[src/rtl/r_forward_buffer_pkg.sv]
// Shared AR forward-flit definitions: field widths, flit width, bit offsets
// and the packing helper used by every stage that touches the AR flit.
package r_forward_buffer_pkg;

    localparam int AR_ID_W     = 8;
    localparam int AR_ADDR_W   = 36;
    localparam int AR_LEN_W    = 8;
    localparam int AR_SIZE_W   = 3;
    localparam int AR_BURST_W  = 2;
    localparam int AR_LOCK_W   = 1;
    localparam int AR_CACHE_W  = 4;
    localparam int AR_PROT_W   = 3;
    localparam int AR_QOS_W    = 4;
    localparam int AR_REGION_W = 4;
    localparam int AR_USER_W   = 4;

    localparam int AR_FLIT_W   = 77;

    // LSB offsets of each field inside the flit (ARID occupies the MSBs)
    localparam int AR_USER_LSB   = 0;
    localparam int AR_REGION_LSB = 4;
    localparam int AR_QOS_LSB    = 8;
    localparam int AR_PROT_LSB   = 12;
    localparam int AR_CACHE_LSB  = 15;
    localparam int AR_LOCK_LSB   = 19;
    localparam int AR_BURST_LSB  = 20;
    localparam int AR_SIZE_LSB   = 22;
    localparam int AR_LEN_LSB    = 25;
    localparam int AR_ADDR_LSB   = 33;
    localparam int AR_ID_LSB     = 69;

    typedef logic [AR_FLIT_W-1:0] ar_flit_t;

    // Concatenate the AR fields into one flit, ARID in the MSBs
    function automatic ar_flit_t pack_ar_flit(
        input logic [AR_ID_W-1:0]     id,
        input logic [AR_ADDR_W-1:0]   addr,
        input logic [AR_LEN_W-1:0]    len,
        input logic [AR_SIZE_W-1:0]   size,
        input logic [AR_BURST_W-1:0]  burst,
        input logic [AR_LOCK_W-1:0]   lock,
        input logic [AR_CACHE_W-1:0]  cache,
        input logic [AR_PROT_W-1:0]   prot,
        input logic [AR_QOS_W-1:0]    qos,
        input logic [AR_REGION_W-1:0] region,
        input logic [AR_USER_W-1:0]   user
    );
        return {id, addr, len, size, burst, lock, cache, prot, qos, region, user};
    endfunction

endpackage

[src/rtl/r_forward_buffer_fifo.sv]
// Generic first-word-fall-through synchronous FIFO with registered
// in_ready/out_valid and an occupancy output. Fullness is tracked with a
// counter so pointers can wrap freely. Output data reads as zero while empty.
module axi_sync_fifo #(
    parameter int WIDTH = 8,
    parameter int DEPTH = 4
) (
    input  logic                     clk,
    input  logic                     rst_n,
    input  logic [WIDTH-1:0]         in_data,
    input  logic                     in_valid,
    output logic                     in_ready,
    output logic [WIDTH-1:0]         out_data,
    output logic                     out_valid,
    input  logic                     out_ready,
    output logic [$clog2(DEPTH):0]   level
);

    localparam int PTR_W = $clog2(DEPTH);
    localparam int CNT_W = PTR_W + 1;
    localparam logic [CNT_W-1:0] DEPTH_C = CNT_W'(DEPTH);

    logic [WIDTH-1:0] r_mem [DEPTH];
    logic [PTR_W-1:0] r_wr_ptr;
    logic [PTR_W-1:0] r_rd_ptr;
    logic [CNT_W-1:0] r_count;
    logic             r_in_ready;
    logic             r_out_valid;

    logic             w_push;
    logic             w_pop;
    logic [CNT_W-1:0] w_count_next;

    assign w_push = in_valid & r_in_ready;
    assign w_pop  = r_out_valid & out_ready;

    // Next occupancy from this cycle's push/pop pair
    always_comb begin
        w_count_next = r_count;
        case ({w_push, w_pop})
            2'b10:   w_count_next = r_count + CNT_W'(1);
            2'b01:   w_count_next = r_count - CNT_W'(1);
            default: w_count_next = r_count;
        endcase
    end

    // Pointers, occupancy and registered handshake flags
    always_ff @(posedge clk) begin
        if (!rst_n) begin
            r_wr_ptr    <= '0;
            r_rd_ptr    <= '0;
            r_count     <= '0;
            r_in_ready  <= 1'b0;
            r_out_valid <= 1'b0;
        end else begin
            if (w_push) begin
                r_wr_ptr <= r_wr_ptr + PTR_W'(1);
            end
            if (w_pop) begin
                r_rd_ptr <= r_rd_ptr + PTR_W'(1);
            end
            r_count     <= w_count_next;
            r_in_ready  <= (w_count_next != DEPTH_C);
            r_out_valid <= (w_count_next != CNT_W'(0));
        end
    end

    // Storage write; the array itself is deliberately left unreset
    always_ff @(posedge clk) begin
        if (w_push) begin
            r_mem[r_wr_ptr] <= in_data;
        end
    end

    assign in_ready  = r_in_ready;
    assign out_valid = r_out_valid;
    assign out_data  = r_out_valid ? r_mem[r_rd_ptr] : '0;
    assign level     = r_count;

endmodule

[src/rtl/r_forward_buffer.sv]
// Read-address forward-path buffer: packs AXI4 AR beats into the 77-bit
// forward flit and queues them in a FWFT FIFO ahead of the separator, so
// ARREADY never depends combinationally on downstream READY.
module r_forward_buffer
    import r_forward_buffer_pkg::*;
#(
    parameter int DEPTH   = 4,
    parameter int LEVEL_W = $clog2(DEPTH) + 1
) (
    input  logic                   CLK,
    input  logic                   RESETn,
    input  logic [AR_ID_W-1:0]     ARID,
    input  logic [AR_ADDR_W-1:0]   ARADDR,
    input  logic [AR_LEN_W-1:0]    ARLEN,
    input  logic [AR_SIZE_W-1:0]   ARSIZE,
    input  logic [AR_BURST_W-1:0]  ARBURST,
    input  logic [AR_LOCK_W-1:0]   ARLOCK,
    input  logic [AR_CACHE_W-1:0]  ARCACHE,
    input  logic [AR_PROT_W-1:0]   ARPROT,
    input  logic [AR_QOS_W-1:0]    ARQOS,
    input  logic [AR_REGION_W-1:0] ARREGION,
    input  logic [AR_USER_W-1:0]   ARUSER,
    input  logic                   ARVALID,
    output logic                   ARREADY,
    output logic [AR_FLIT_W-1:0]   DATA,
    output logic                   VALID,
    input  logic                   READY,
    output logic [LEVEL_W-1:0]     LEVEL
);

    ar_flit_t                  w_flit;
    logic [$clog2(DEPTH):0]    w_level;

    assign w_flit = pack_ar_flit(ARID, ARADDR, ARLEN, ARSIZE, ARBURST, ARLOCK,
                                 ARCACHE, ARPROT, ARQOS, ARREGION, ARUSER);

    axi_sync_fifo #(
        .WIDTH (AR_FLIT_W),
        .DEPTH (DEPTH)
    ) u_fifo (
        .clk       (CLK),
        .rst_n     (RESETn),
        .in_data   (w_flit),
        .in_valid  (ARVALID),
        .in_ready  (ARREADY),
        .out_data  (DATA),
        .out_valid (VALID),
        .out_ready (READY),
        .level     (w_level)
    );

    assign LEVEL = LEVEL_W'(w_level);

endmodule
[config.mk]
export PLATFORM = sky130hd
export DESIGN_NAME = r_forward_buffer
export DESIGN_NICKNAME = d
export VERILOG_FILES = /design/src/rtl/r_forward_buffer_pkg.sv /design/src/rtl/r_forward_buffer_fifo.sv /design/src/rtl/r_forward_buffer.sv
export SDC_FILE = /design/constraint.sdc
export NUM_CORES = 1
export LEC_CHECK = 0
export ABC_AREA = 1
export CAP_MARGIN = 30
export CORE_UTILIZATION = 55
export DETAILED_ROUTE_END_ITERATION = 8
export PLACE_DENSITY_LB_ADDON = 0.12
export SETUP_SLACK_MARGIN = 0.1
export SLEW_MARGIN = 40
export SYNTH_ARGS = -nofsm -noshare
export SYNTH_HDL_FRONTEND = slang
export SYNTH_SLANG_ARGS = --single-unit
[constraint.sdc]
create_clock -name CLK -period 5.5 [get_ports CLK]
set_clock_uncertainty 0.2 [all_clocks]
set_input_delay 0.55 -clock CLK [delete_from_list [all_inputs] [get_ports CLK]]
set_output_delay 0.55 -clock CLK [all_outputs]
set_load 0.02 [all_outputs]
==> flow_summary.ini <==
; flow metrics
[run_status]
status = finished with violations
violations_in_the_final_reports = DRC

[placed_design]
dp_hpwl_mm = 14.12
placement.cell_area_mm2 = 0.01423

[finish]
fraction_of_cell_area_in_non_clock_buffers_pct = 11.55
clock_area_share_pct = 6.618
finish.net_count = 1208
layout.non_clock_inverters = 16
layout.comb_gates.multi_input = 578
regArea_mm2 = 0.009477
max_ffs_per_register = 308
post_synthesis_to_final_layout_area_growth_pct = 22.87
register_with_the_most_flip_flops = u_fifo.r_mem
dominant_logic_cell_type_in_the_layout = sky130_fd_sc_hd__nor2_1
final_layout_size_suffix_gt1_share_pct = 5.682
comb-cell-share_pct = 16.91
multi_input_comb_area_mm2 = 0.002576
lay_top_cells = 311 x sky130_fd_sc_hd__nor2_1, 308 x sky130_fd_sc_hd__edfxtp_1, 162 x sky130_fd_sc_hd__clkdlybuf4s50_1
instances_no_fill = 1424
buffers_excl_clock = 175

[logic_synthesis]
portion_of_synthesized_cell_area_occupied_by_the_leading_cell_type_pct = 74.58
top_cell_type_by_total_area_after_synthesis = sky130_fd_sc_hd__edfxtp_1
edf_count = 308
yosysUniqueCellTypes = 21
synth_simple_gate_area_share_pct = 10.08
yosys-stat-cells = 971
ys_dominant_reg_cell = sky130_fd_sc_hd__edfxtp_1
synth.comb.largest_family = simple AND/OR/NAND/NOR gates
synthTopCellsByArea = sky130_fd_sc_hd__edfxtp_1 75%, sky130_fd_sc_hd__nor2_1 9.5%, sky130_fd_sc_hd__o21ai_0 4.3%
yosys-mux-area-fraction_pct = 0
number_of_instances_in_the_synthesized_netlist = 971
area_share_of_and_or_or_and_cells_after_synthesis_pct = 9.646
synth_chip_area_mm2 = 0.01240
adder_area_share_pct = 0.6659
postSynthSeqShare_pct = 76.36
async_flop_share_pct = 0
post_synth_instance_area_mm2 = 0.01240
top_cell = sky130_fd_sc_hd__nor2_1
post_synth_xor_area_fraction_pct = 0.1413

[power_and_ir_drop]
largestPowerGroup = sequential cells
seq-power_mw = 3.03
ratio_of_total_power_to_cell_area_mw_per_mm2 = 454.2
seqPwrFrac_pct = 43.7
switching_share_pct = 29.58
switching_power_mw = 2.048
leakagePower_nw = 5.146

[setup_path]
worstSetupStartpointType = flop
cp_max_fo = 65
worst-r2r-setup-slack_ns = 2.97
endpoint_type_of_the_worst_setup_path = output port
required_ns = 4.75
critical_path_cell_by_cell = buf_12 > buf_4 > nor2_1 > nor2_1 > o21ai_0 > a21oi_1 > clkdlybuf4s50_1
worst_r2r_path_depth = 3
critical-path-slowest-cell = sky130_fd_sc_hd__clkdlybuf4s50_1
critPathBufInv = 3
critical_path_cell_count = 7

[grt]
grt_start_max_net_pins = 87
via_count_of_the_first_global_routing_pass = 7728
grt.busiest_layer = met2
met1_usage_pct = 29.79
met3_usage_pct = 3.470

[sta]
timing.final.ws_setup_ns = 1.271
timing.hold.ws_ns = 0.2825
hold_viol = 0
unrepaired_setup_endpoints_after_global_routing = no
timing.max_slew.rel_slack_pct = 50.14

[detailed_routing]
drc = 7
met2RoutedLength_mm = 13.07
top_layer_reached_by_signal_wires = met4
met3_length_mm = 1.740
vias_per_cell = 5.461
drt-wirelength-per-cell_um = 18.26

[clocking]
cts_num_sinks = 319
ctsLongestPathBuffers = 3
cts_tree = built
cts.repair.resized = 0
cts_hold_repair.buffers = 0
worst_setup_hold_path_clk_slew_ns = 0.06

[floorplan]
initial_core_util_pct = 56.47
dieArea_mm2 = 0.02315
floorplan.tapcells = 280

[worst_hold_path]
timing.hold.worst.start = u_fifo.r_rd_ptr[0]$_SDFFE_PN0N_
worst_hold_path_type = flop to flop
depth_of_the_worst_hold_timing_path = 1
==> images/final_clocks.png <==
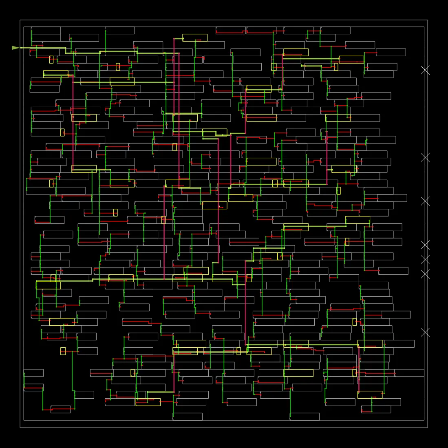
sequential cells: 319
number of buffers inserted during clock tree synthesis: 31
Layout clock buffers: 38

==> images/pins.png <==
Drawn at 2 px/µm. Pins as bars across the die edge, other pins in grey.
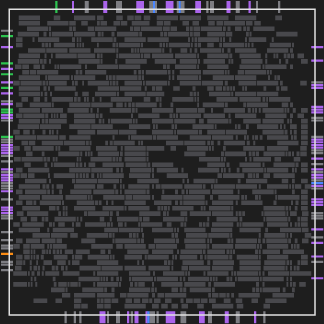
ARLEN -> green  # pins 8, direction input, edge 7 left, 1 top
ARUSER -> blue  # pins 4, direction input, edge 2 top, 1 right, 1 bottom
READY -> orange  # pins 1, direction input, edge left
DATA -> purple  # pins 77, direction output, edge 23 right, 19 left, 18 bottom, 17 top
all pins by edge = 48 left, 39 right, 38 top, 38 bottom
die width: 152.2 µm
floorplan die height: 152.2 µm
input/output buffers: 162

==> images/met2.png <==
Drawn at 2 px/µm.
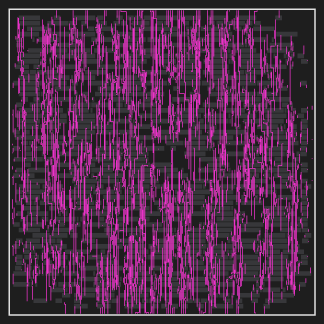
share of all routed wire = 50%
wire length on this layer = 13,100 µm
main direction = vertical
wirelength, routed: 26.00 mm
number of vias after detailed routing: 7,776
fraction of met2 tracks used by global routing: 39.41%

==> images/clock_map.png <==
Drawn at 4 px/µm.
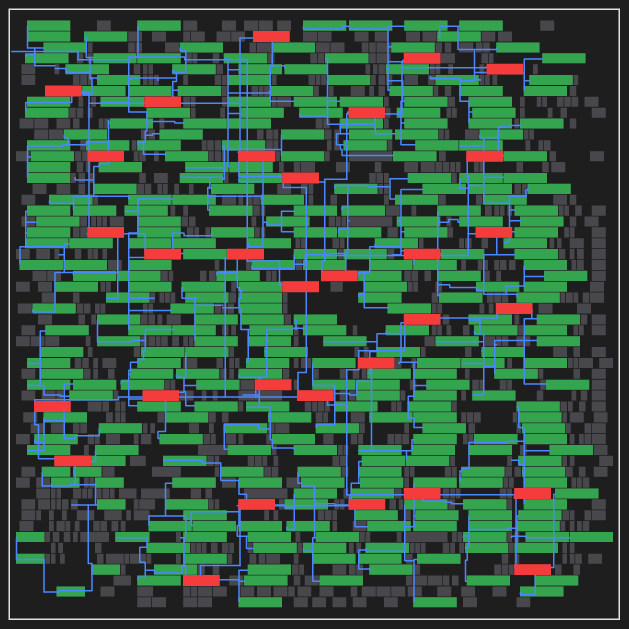
flip-flops -> green  # count 319
clock wires -> blue  # length 3,280 µm
cells driving clock nets -> red  # count 31
routed clock nets = 32
flops lie = widely spread
power in the clock group: 2.10 mW
proportion of power drawn by the clock network: 30.4%
clk ins delay skew pair: 0.54 ns

==> images/cell_classes.png <==
Drawn at 2 px/µm. Fill, decap, tap and diode cells in grey.
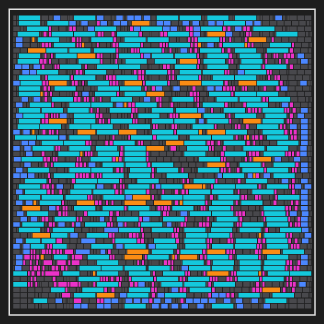
flip-flops -> cyan  # cells 319, share of their area 64%
clock drivers and dummy loads -> orange  # cells 56, share of their area 6.8%
all other logic -> magenta  # cells 594, share of their area 18%
other buffers and delay cells -> blue  # cells 175, share of their area 12%
Post-Route Utilization: 69.39%
post-route cell area: 0.01524 mm²
Std-Cell Core Area: 0.02196 mm²
flop share of the area: 62.19%
Std-Cell Rows: 54

Power is estimated from default activity; no workload was simulated.
